<file path="config.mk">
export PLATFORM = sky130hd
export DESIGN_NAME = pc_unit_flat
export DESIGN_NICKNAME = d
export VERILOG_FILES = /design/src/rtl/pc_unit_if.sv /design/src/rtl/pc_unit.sv /design/src/flat_wrapper.sv
export SDC_FILE = /design/constraint.sdc
export NUM_CORES = 1
export LEC_CHECK = 0
export CELL_PAD_IN_SITES_DETAIL_PLACEMENT = 1
export CELL_PAD_IN_SITES_GLOBAL_PLACEMENT = 1
export CORE_UTILIZATION = 30
export DETAILED_ROUTE_END_ITERATION = 10
export PLACE_DENSITY_LB_ADDON = 0.1
export SLEW_MARGIN = 15
export SYNTH_ARGS = -nofsm -noshare
export SYNTH_HDL_FRONTEND = slang
export SYNTH_SLANG_ARGS = --single-unit
</file>
<file path="constraint.sdc">
create_clock -name clk -period 4.3 [get_ports clk]
set_input_delay 1.075 -clock clk [delete_from_list [all_inputs] [get_ports clk]]
set_output_delay 1.075 -clock clk [all_outputs]
set_load 0.005 [all_outputs]
</file>
<file path="src/rtl/pc_unit_if.sv">
// Bundle of the program-counter block's control inputs and fetch/exception outputs.
// master: control unit / register-file side. slave: the pc_unit itself.
interface pc_unit_if #(
    parameter int unsigned WIDTH = 32
);
    // Control and operand inputs to the PC block
    logic             stall;
    logic [2:0]       pc_src;
    logic             zero;
    logic             neg;
    logic [WIDTH-1:0] rs_data;
    logic [31:0]      instr;
    logic             exc;
    logic             eret;

    // Fetch address and exception state
    logic [WIDTH-1:0] pc;
    logic [WIDTH-1:0] pc_plus4;
    logic [WIDTH-1:0] epc;
    logic             exl;
    logic             taken;
    logic             adel;

    modport master (
        output stall, pc_src, zero, neg, rs_data, instr, exc, eret,
        input  pc, pc_plus4, epc, exl, taken, adel
    );

    modport slave (
        input  stall, pc_src, zero, neg, rs_data, instr, exc, eret,
        output pc, pc_plus4, epc, exl, taken, adel
    );
endinterface

</file>
<file path="src/rtl/pc_unit.sv">
// Program counter for the single-cycle MIPS-lite core: owns the PC register and
// selects the next fetch address (sequential, branch, jump, jr), with stall and a
// single-level exception path (EPC, EXL, eret, misaligned jr-target trap).
module pc_unit #(
    parameter int unsigned WIDTH    = 32,
    parameter logic [31:0] RESET_PC = 32'h0000_3000,
    parameter logic [31:0] EXC_VEC  = 32'h0000_4180
) (
    input  logic       clk,
    input  logic       rst_n,
    pc_unit_if.slave   bus
);

    // pc_src encodings
    localparam logic [2:0] PC_SEQ  = 3'b000;
    localparam logic [2:0] PC_BEQ  = 3'b001;
    localparam logic [2:0] PC_BNE  = 3'b010;
    localparam logic [2:0] PC_JMP  = 3'b011;
    localparam logic [2:0] PC_JR   = 3'b100;
    localparam logic [2:0] PC_BLEZ = 3'b101;
    localparam logic [2:0] PC_BGTZ = 3'b110;

    localparam logic [WIDTH-1:0] RESET_PC_W = WIDTH'(RESET_PC);
    localparam logic [WIDTH-1:0] EXC_VEC_W  = WIDTH'(EXC_VEC);
    localparam logic [WIDTH-1:0] PC_INC     = WIDTH'(4);

    logic [WIDTH-1:0] pc_q, pc_d;
    logic [WIDTH-1:0] epc_q, epc_d;
    logic             exl_q, exl_d;

    logic [WIDTH-1:0] pc_plus4;
    logic [WIDTH-1:0] br_off;
    logic [WIDTH-1:0] br_target;
    logic [WIDTH-1:0] jmp_target;
    logic [WIDTH-1:0] redirect_target;
    logic [WIDTH-1:0] next_pc;
    logic             taken;
    logic             adel;
    logic             trap;

    // Opcode field is decoded upstream; only the immediate/target fields matter here.
    logic unused_instr_hi;
    assign unused_instr_hi = ^bus.instr[31:26];

    // Candidate targets; all sums wrap modulo 2^WIDTH
    always_comb begin
        pc_plus4   = pc_q + PC_INC;
        br_off     = {{(WIDTH-18){bus.instr[15]}}, bus.instr[15:0], 2'b00};
        br_target  = pc_plus4 + br_off;
        jmp_target = {pc_plus4[WIDTH-1:28], bus.instr[25:0], 2'b00};
    end

    // Decode pc_src into a redirect decision and its target
    always_comb begin
        taken           = 1'b0;
        redirect_target = br_target;
        unique case (bus.pc_src)
            PC_SEQ:  taken = 1'b0;
            PC_BEQ:  taken = bus.zero;
            PC_BNE:  taken = ~bus.zero;
            PC_JMP: begin
                taken           = 1'b1;
                redirect_target = jmp_target;
            end
            PC_JR: begin
                // jr still counts as taken when its target traps
                taken           = 1'b1;
                redirect_target = bus.rs_data;
            end
            PC_BLEZ: taken = bus.neg | bus.zero;
            PC_BGTZ: taken = ~bus.neg & ~bus.zero;
            default: taken = 1'b0;
        endcase
        next_pc = taken ? redirect_target : pc_plus4;
    end

    // Misaligned jr target is raised as an address-error exception
    always_comb begin
        adel = (bus.pc_src == PC_JR) && (bus.rs_data[1:0] != 2'b00);
        trap = bus.exc | adel;
    end

    // Next-state priority: trap entry, eret, stall, normal advance
    always_comb begin
        pc_d  = pc_q;
        epc_d = epc_q;
        exl_d = exl_q;
        if (trap && !exl_q) begin
            epc_d = pc_q;
            exl_d = 1'b1;
            pc_d  = EXC_VEC_W;
        end else if (bus.eret && exl_q) begin
            // Trap requests in the same cycle are dropped, not queued
            pc_d  = epc_q;
            exl_d = 1'b0;
        end else if (!bus.stall) begin
            pc_d  = next_pc;
        end
    end

    // PC, EPC and exception-level registers
    always_ff @(posedge clk or negedge rst_n) begin
        if (!rst_n) begin
            pc_q  <= RESET_PC_W;
            epc_q <= '0;
            exl_q <= 1'b0;
        end else begin
            pc_q  <= pc_d;
            epc_q <= epc_d;
            exl_q <= exl_d;
        end
    end

    assign bus.pc       = pc_q;
    assign bus.pc_plus4 = pc_plus4;
    assign bus.epc      = epc_q;
    assign bus.exl      = exl_q;
    assign bus.taken    = taken;
    assign bus.adel     = adel;

    // Entering the handler must always land on the exception vector
    a_exl_entry_at_vector: assert property (
        @(posedge clk) disable iff (!rst_n) $rose(exl_q) |-> (pc_q == EXC_VEC_W)
    );

endmodule

</file>
<file path="src/flat_wrapper.sv">
// flat-port wrapper written by rule: the top's interface ports become plain ports
module pc_unit_flat 
#(
    parameter int unsigned WIDTH    = 32,
    parameter logic [31:0] RESET_PC = 32'h0000_3000,
    parameter logic [31:0] EXC_VEC  = 32'h0000_4180
)
  (clk, rst_n, bus_stall, bus_pc_src, bus_zero, bus_neg, bus_rs_data, bus_instr, bus_exc, bus_eret, bus_pc, bus_pc_plus4, bus_epc, bus_exl, bus_taken, bus_adel);
  pc_unit_if #(.WIDTH(WIDTH)) bus_i ();
  input  logic clk;
  input  logic rst_n;
  input wire logic [$bits(bus_i.stall)-1:0] bus_stall;
  input wire logic [$bits(bus_i.pc_src)-1:0] bus_pc_src;
  input wire logic [$bits(bus_i.zero)-1:0] bus_zero;
  input wire logic [$bits(bus_i.neg)-1:0] bus_neg;
  input wire logic [$bits(bus_i.rs_data)-1:0] bus_rs_data;
  input wire logic [$bits(bus_i.instr)-1:0] bus_instr;
  input wire logic [$bits(bus_i.exc)-1:0] bus_exc;
  input wire logic [$bits(bus_i.eret)-1:0] bus_eret;
  output wire logic [$bits(bus_i.pc)-1:0] bus_pc;
  output wire logic [$bits(bus_i.pc_plus4)-1:0] bus_pc_plus4;
  output wire logic [$bits(bus_i.epc)-1:0] bus_epc;
  output wire logic [$bits(bus_i.exl)-1:0] bus_exl;
  output wire logic [$bits(bus_i.taken)-1:0] bus_taken;
  output wire logic [$bits(bus_i.adel)-1:0] bus_adel;
  assign bus_i.stall = bus_stall;
  assign bus_i.pc_src = bus_pc_src;
  assign bus_i.zero = bus_zero;
  assign bus_i.neg = bus_neg;
  assign bus_i.rs_data = bus_rs_data;
  assign bus_i.instr = bus_instr;
  assign bus_i.exc = bus_exc;
  assign bus_i.eret = bus_eret;
  assign bus_pc = bus_i.pc;
  assign bus_pc_plus4 = bus_i.pc_plus4;
  assign bus_epc = bus_i.epc;
  assign bus_exl = bus_i.exl;
  assign bus_taken = bus_i.taken;
  assign bus_adel = bus_i.adel;
  pc_unit #(.WIDTH(WIDTH), .RESET_PC(RESET_PC), .EXC_VEC(EXC_VEC)) u_core (.clk(clk), .rst_n(rst_n), .bus(bus_i));
endmodule
</file>
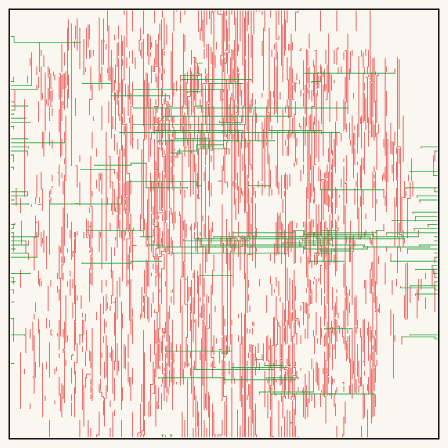
layers.png
Only two layers are drawn.
[M3] green | wire length: 1710 µm
[M2] red | wire length: 12300 µm

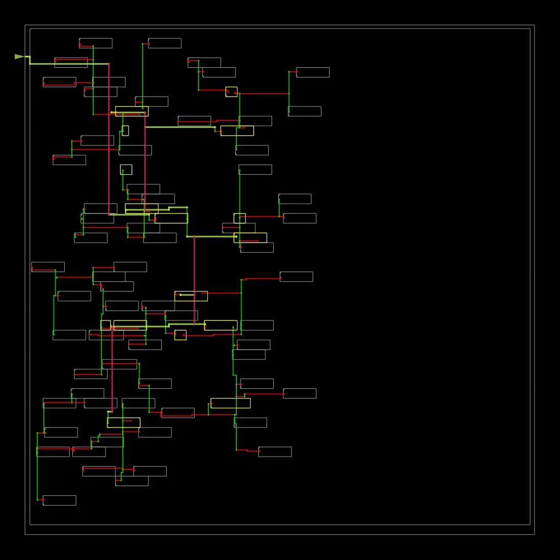
clock_nets.png
FF+latch count: 65
clock network power: 0.000756 W
Latency at later pin: 0.34 ns
CTS Buf Count: 9
Post-Route Skew: 0.00987 ns

==> impl_metrics.xml <==
<?xml version="1.0" encoding="UTF-8"?>
<metrics>
  <group name="final_timing">
    <metric name="fmaxAchievable" unit="MHz">244</metric>
    <metric name="setup_total_negative_slack" unit="ns">0</metric>
    <metric name="timing.max_slew.rel_slack" unit="%">57.7</metric>
    <metric name="finalHoldViolations" unit="">0</metric>
    <metric name="min_period" unit="ns">4.11</metric>
  </group>
  <group name="power_and_ir_drop">
    <metric name="pg_seq" unit="W">0.00110</metric>
    <metric name="powerDensity" unit="nW/µm²">540</metric>
    <metric name="peakVddDrop" unit="mV">0.238</metric>
    <metric name="power.share.combinational" unit="%">59.7</metric>
    <metric name="clock_power_share" unit="%">16.4</metric>
  </group>
  <group name="hold_path">
    <metric name="timing.hold.worst.start" unit="">u_core.bus.epc[0]$_DFFE_PN0P_</metric>
    <metric name="hold_path_depth" unit="">2</metric>
  </group>
  <group name="synthesis">
    <metric name="synth.cells.most_frequent" unit="">157 x sky130_fd_sc_hd__nand2_1, 64 x sky130_fd_sc_hd__a21oi_1, 63 x sky130_fd_sc_hd__dfrtp_1</metric>
    <metric name="logic_family" unit="">AND-OR/OR-AND gates</metric>
    <metric name="synth_stat.cells" unit="">791</metric>
    <metric name="enable_flop_cells" unit="">0</metric>
    <metric name="post_synth_num_cell_types" unit="">65</metric>
    <metric name="synthesis.instances" unit="">791</metric>
    <metric name="synth_flop_count" unit="">65</metric>
    <metric name="post_syn_area_per_cell" unit="µm²">7.48</metric>
    <metric name="synth-seq-area-share" unit="%">27.5</metric>
  </group>
  <group name="clock_network">
    <metric name="tritoncts" unit="">yes</metric>
    <metric name="cts_hold_repair.buffers" unit="">0</metric>
    <metric name="cts_sinks" unit="">65</metric>
    <metric name="cts.root.buffer_cell" unit="">sky130_fd_sc_hd__clkbuf_16</metric>
    <metric name="cts.path.max_buffers" unit="">2</metric>
  </group>
  <group name="worst_setup_path">
    <metric name="slowest_delay" unit="ns">0.55</metric>
    <metric name="critPathMaxFanout" unit="">4</metric>
    <metric name="critPathCapture" unit="">u_core.bus.pc[27]$_DFFE_PN0P_</metric>
    <metric name="r2r_slack" unit="ns">0.19</metric>
    <metric name="timing.rr.end" unit="">u_core.bus.pc[27]$_DFFE_PN0P_</metric>
    <metric name="startpoint_type" unit="">flip-flop</metric>
  </group>
  <group name="drt">
    <metric name="route.detailed.drc" unit="">0</metric>
    <metric name="ant_nets" unit="">0</metric>
    <metric name="via_count" unit="">7005</metric>
  </group>
  <group name="grt">
    <metric name="grt_pass1_vias" unit="">7126</metric>
    <metric name="globalRouteMet3Util" unit="%">4.88</metric>
  </group>
  <group name="final_layout">
    <metric name="num-nonclk-inverters" unit="">22</metric>
    <metric name="fin_util" unit="%">44.0</metric>
    <metric name="mi_logic_area" unit="µm²">4050</metric>
    <metric name="layout-area-overhead-vs-synth" unit="%">44.2</metric>
    <metric name="finalNetCount" unit="">1092</metric>
    <metric name="layout_top_cell_excl_fill_tap" unit="">sky130_fd_sc_hd__clkdlybuf4s50_1</metric>
  </group>
  <group name="placed_design">
    <metric name="detailed_place_hpwl" unit="mm">21.0</metric>
    <metric name="dp_cells" unit="">1235</metric>
  </group>
  <group name="outcome">
    <metric name="run_status" unit="">finished, final reports clean</metric>
  </group>
</metrics>
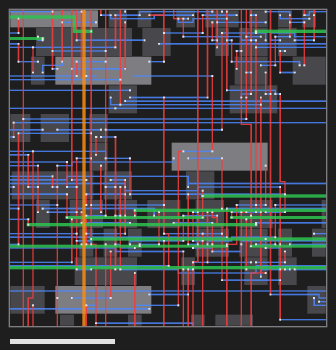
closeup.png
Scale bar: 10 µm. Window x 56 to 86, y 56 to 86 µm. Cells in grey, sequential cells in the stronger grey; small squares are vias.
[M4] orange
[M2] red
[M3] green
[M1] blue
cells with their middle in the window: 44
sequential cells in the window: 4
most frequent: nand2_1 (9), buf_4 (4), dfrtp_1 (4)
netlist names of flops here include: u_core.bus.epc (3), u_core.bus.pc (1)

Power and IR drop assume default switching activity.
